===== src/rtl/shift_rx8_pkg.sv =====
// rtl/shift_rx8_pkg.sv - shared state encodings, direction constants, width and seed for shift_rx8
package shift_rx8_pkg;

  localparam int         SH_WIDTH = 8;
  localparam logic [7:0] SH_SEED  = 8'b01100110;

  localparam logic SH_LEFT  = 1'b0;
  localparam logic SH_RIGHT = 1'b1;

  typedef enum logic [1:0] {
    SH_IDLE = 2'd0,
    SH_RECV = 2'd1,
    SH_DONE = 2'd2
  } state_t;

endpackage


===== src/rtl/shift_rx8_core.sv =====
// rtl/shift_rx8_core.sv - shadow shift register and bit counter with clamped terminal count
module shift_rx_core
  import shift_rx8_pkg::*;
#(
  parameter int               WIDTH    = SH_WIDTH,
  parameter int               CNT_W    = 4,
  parameter logic [WIDTH-1:0] INIT_VAL = '0
) (
  input  logic             clk,
  input  logic             rst_n,
  input  logic             load,
  input  logic [WIDTH-1:0] load_val,
  input  logic             dir,
  input  logic [CNT_W-1:0] nbits,
  input  logic             shift_en,
  input  logic             sin,
  output logic [WIDTH-1:0] shadow_next,
  output logic             hit
);

  logic [WIDTH-1:0] shadow;
  logic [CNT_W-1:0] cnt;
  logic [CNT_W-1:0] n_eff;
  logic [CNT_W-1:0] n_r;
  logic             dir_r;

  // Zero or oversize requests mean a full word.
  always_comb begin
    n_eff = nbits;
    if (nbits == '0 || nbits > CNT_W'(WIDTH)) begin
      n_eff = CNT_W'(WIDTH);
    end
  end

  always_comb begin
    shadow_next = {shadow[WIDTH-2:0], sin};
    if (dir_r == SH_RIGHT) begin
      shadow_next = {sin, shadow[WIDTH-1:1]};
    end
  end

  // True when the next accepted beat completes the word.
  assign hit = ((cnt + CNT_W'(1)) == n_r);

  always_ff @(posedge clk or negedge rst_n) begin
    if (!rst_n) begin
      shadow <= INIT_VAL;
      cnt    <= '0;
      n_r    <= CNT_W'(WIDTH);
      dir_r  <= SH_LEFT;
    end else if (load) begin
      shadow <= load_val;
      cnt    <= '0;
      n_r    <= n_eff;
      dir_r  <= dir;
    end else if (shift_en) begin
      shadow <= shadow_next;
      cnt    <= cnt + CNT_W'(1);
    end
  end

endmodule


===== src/rtl/shift_rx8.sv =====
// rtl/shift_rx8.sv - serial-in parallel-out receiver; SHIFT_RX_INIT_PATTERN_EN seeds q and shifts into it
module shift_rx8
  import shift_rx8_pkg::*;
#(
  parameter int WIDTH = SH_WIDTH,
  parameter int CNT_W = 4
) (
  input  logic             clk,
  input  logic             rst_n,
  input  logic             start,
  input  logic             dir,
  input  logic [CNT_W-1:0] nbits,
  input  logic             sin,
  input  logic             sin_valid,
  output logic [WIDTH-1:0] q,
  output logic             busy,
  output logic             done,
  output logic             err
);

`ifdef SHIFT_RX_INIT_PATTERN_EN
  localparam logic [WIDTH-1:0] INIT_VAL = WIDTH'(SH_SEED);
`else
  localparam logic [WIDTH-1:0] INIT_VAL = '0;
`endif

  state_t           state, state_next;
  logic             load;
  logic             shift_en;
  logic             hit;
  logic [WIDTH-1:0] shadow_next;
  logic [WIDTH-1:0] load_val;

`ifdef SHIFT_RX_INIT_PATTERN_EN
  assign load_val = q;
`else
  assign load_val = '0;
`endif

  shift_rx_core #(
    .WIDTH    (WIDTH),
    .CNT_W    (CNT_W),
    .INIT_VAL (INIT_VAL)
  ) u_core (
    .clk         (clk),
    .rst_n       (rst_n),
    .load        (load),
    .load_val    (load_val),
    .dir         (dir),
    .nbits       (nbits),
    .shift_en    (shift_en),
    .sin         (sin),
    .shadow_next (shadow_next),
    .hit         (hit)
  );

  always_ff @(posedge clk or negedge rst_n) begin
    if (!rst_n) state <= SH_IDLE;
    else        state <= state_next;
  end

  always_comb begin
    state_next = state;
    load       = 1'b0;
    shift_en   = 1'b0;
    busy       = 1'b0;
    done       = 1'b0;
    case (state)
      SH_IDLE: begin
        if (start) begin
          load       = 1'b1;
          state_next = SH_RECV;
        end
      end
      SH_RECV: begin
        busy     = 1'b1;
        shift_en = sin_valid;
        if (sin_valid && hit) state_next = SH_DONE;
      end
      SH_DONE: begin
        done       = 1'b1;
        state_next = SH_IDLE;
      end
      default: state_next = SH_IDLE;
    endcase
  end

  // q captures the word on the final beat so it is already valid while done is high.
  always_ff @(posedge clk or negedge rst_n) begin
    if (!rst_n)              q <= INIT_VAL;
    else if (shift_en && hit) q <= shadow_next;
  end

  always_ff @(posedge clk or negedge rst_n) begin
    if (!rst_n)                          err <= 1'b0;
    else if (load)                       err <= 1'b0;
    else if (state == SH_RECV && start)  err <= 1'b1;
  end

endmodule


===== config.mk =====
export PLATFORM = sky130hd
export DESIGN_NAME = shift_rx8
export DESIGN_NICKNAME = d
export VERILOG_FILES = /design/src/rtl/shift_rx8_pkg.sv /design/src/rtl/shift_rx8_core.sv /design/src/rtl/shift_rx8.sv
export SDC_FILE = /design/constraint.sdc
export NUM_CORES = 1
export LEC_CHECK = 0
export ABC_AREA = 1
export CORE_MARGIN = 2
export CORE_UTILIZATION = 50
export CTS_CLUSTER_SIZE = 30
export DETAILED_ROUTE_END_ITERATION = 10
export PLACE_DENSITY_LB_ADDON = 0.12
export RECOVER_POWER = 50
export SYNTH_ARGS = -nofsm -noshare
export SYNTH_HDL_FRONTEND = slang
export SYNTH_SLANG_ARGS = --single-unit

===== constraint.sdc =====
create_clock -name clk -period 2.1 [get_ports clk]
set_input_delay 0.525 -clock clk [delete_from_list [all_inputs] [get_ports clk]]
set_output_delay 0.525 -clock clk [all_outputs]
set_load 0.005 [all_outputs]

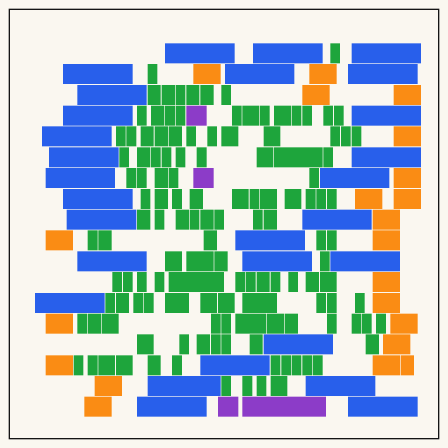
cell_classes.png
[flops] blue | cells: 28 | share of their area: 44%
[other buffers and delay cells] orange | cells: 21 | share of their area: 13%
[clock drivers and dummy loads] purple | cells: 4 | share of their area: 3.3%
[all other logic] green | cells: 131 | share of their area: 40%

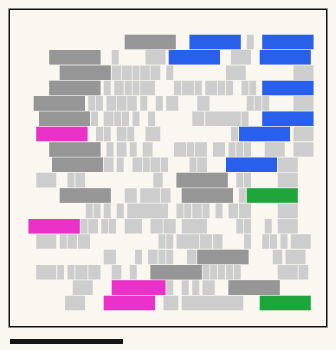
registers.png
Bar = 20 um. Other sequential cells in the stronger grey, the rest of the logic in the fainter grey.
[`q`] blue | placed flops: 8 | where: north-east
[`u_core.n_r`] magenta | placed flops: 4
[`state`] green | placed flops: 2
not coloured: 14

==> run summary <==
Latest figures from synthesis and place and route.

The placed cell count is 210. The share of power burned in the clock network is 0.148. The routed metal-1 wirelength is 1.21 mm. The post-detailed-route wirelength per cell is 12.0 um. The endpoint type of the worst setup path is a primary output. The internal portion of total power is 1400 uW. For met1 alone, demand over resource in global routing was 0.263. The clock network power consumption is between 300 and 400 uW. The area recorded from the Yosys report for this design is 0.00135 mm^2. The count of plain and timing-repair buffers is 21.

The clock tree buffer count of the final layout is 3. The highest routing layer actually used is met4. The number of antenna violations at the first check in global routing was 0. The clock root buffer master is clkbuf_4. On the final layout, the worst hold slack is around 0.50 ns. The number of top-level pins is 21. The registers reported with the highest flop counts are q: 8 flops, u_core.shadow: 8 flops. After detailed routing, the number of vias per cell comes to about 5.2. The switching share of power is 0.411. Clock tree synthesis found a total of 28 sinks. The most popular library cell in the synthesized design by count is nand2_1.

Timing analysis after detailed placement gives a worst setup slack of 0.284 ns. The initial cell density of the core is 0.536. The leftover overflow at the end of global routing is 0. The sequential group power is 952 uW. Counting along the longest clock path gives a buffer depth of 2.

Leaving out buffers and inverters, the combinational logic in the layout accounts for 543 um^2. Setup slack on the worst reg-to-reg path comes out at 0.38 ns. The skew report gives the latency at the later pin of the worst-skew pair as 0.34 ns. In this run, power in combinational logic comes to about 1100 uW.

The run finished with clean final reports. TritonCTS built the clock tree. The number of enable flip-flop cells is 0. Counting I/O delays and the setup requirement, the final critical path takes 1.99 ns. The count of input and output buffers is 20. The number of hold-slack violations in the final timing report is 0. The placement summary gives the final routability congestion estimate as 0.838. The final cycle utilization of the critical path is 0.950. The count of routing violations after the opening detailed-route iteration is 46. The largest net degree at the start of global routing is 29. The layer with the highest usage is met2. According to the timing report, the critical path is captured at busy.

The proportion of synthesized flip-flops having asynchronous set or reset is 1.00. In this run the remaining antenna-violating nets after routing total 0. The post-cts hold buffer count is 0. The startpoint of the lowest-slack hold path is q[3]$_DFFE_PN0P_. Post-CTS repair changed the size of 0 cells. Summing internal, switching and leakage power gives ~2400 uW.

Per STA, the startpoint of the critical path is state[1]$_DFFE_PN0P_. The area growth from synthesis to layout is 20.4%. In this run the core area contains 18 standard-cell rows. The placement stage leaves a total instance area of 0.00158 mm^2. The well-tap cell count is 30. The cell sequence reported for the critical path is inv_1 > nand2_1 > inv_2 > clkdlybuf4s50_1. The die covers ~0.0031 mm^2.

Total global-route track usage over all layers is 0.190. Buffers added to address setup during post-CTS repair amount to 0. The wire length of the first global-routing pass is 4.60 mm. The dominant kind of cell is flip-flops and latches. The H-tree level count is 1. The path depth of the worst reg2reg path is 7. The sequential area share after synthesis is 0.519. Max-slew check failures listed in the final report amount to 0.

The biggest slice of the total power is consumed by combinational logic. The routed layout reports a DRC error count of 0. According to the floorplan report, the placeable core area is 0.00252 mm^2.
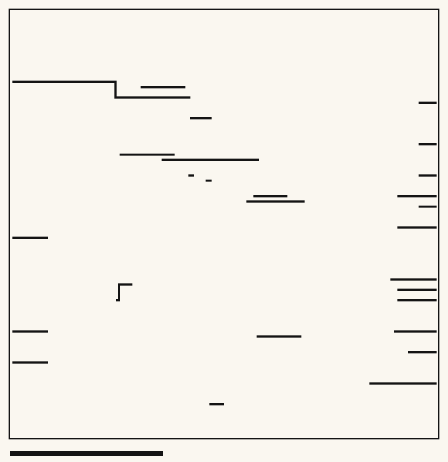
met3.png
Bar = 20 um.
nets with wire on the layer: 24
main direction: horizontal
share of all routed wire: 5.4%
longest straight run: 13.3 um

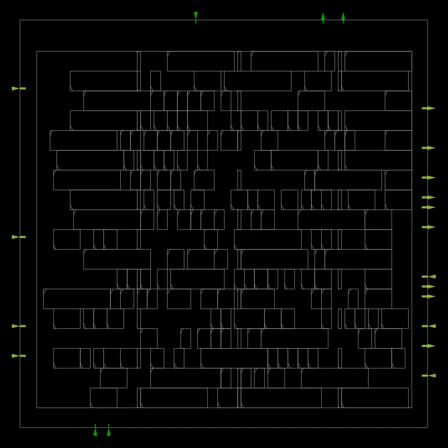
final_placement.png
utilization after layout: 0.645
tally of filler cells in the layout: 241

Power and IR drop assume default switching activity.
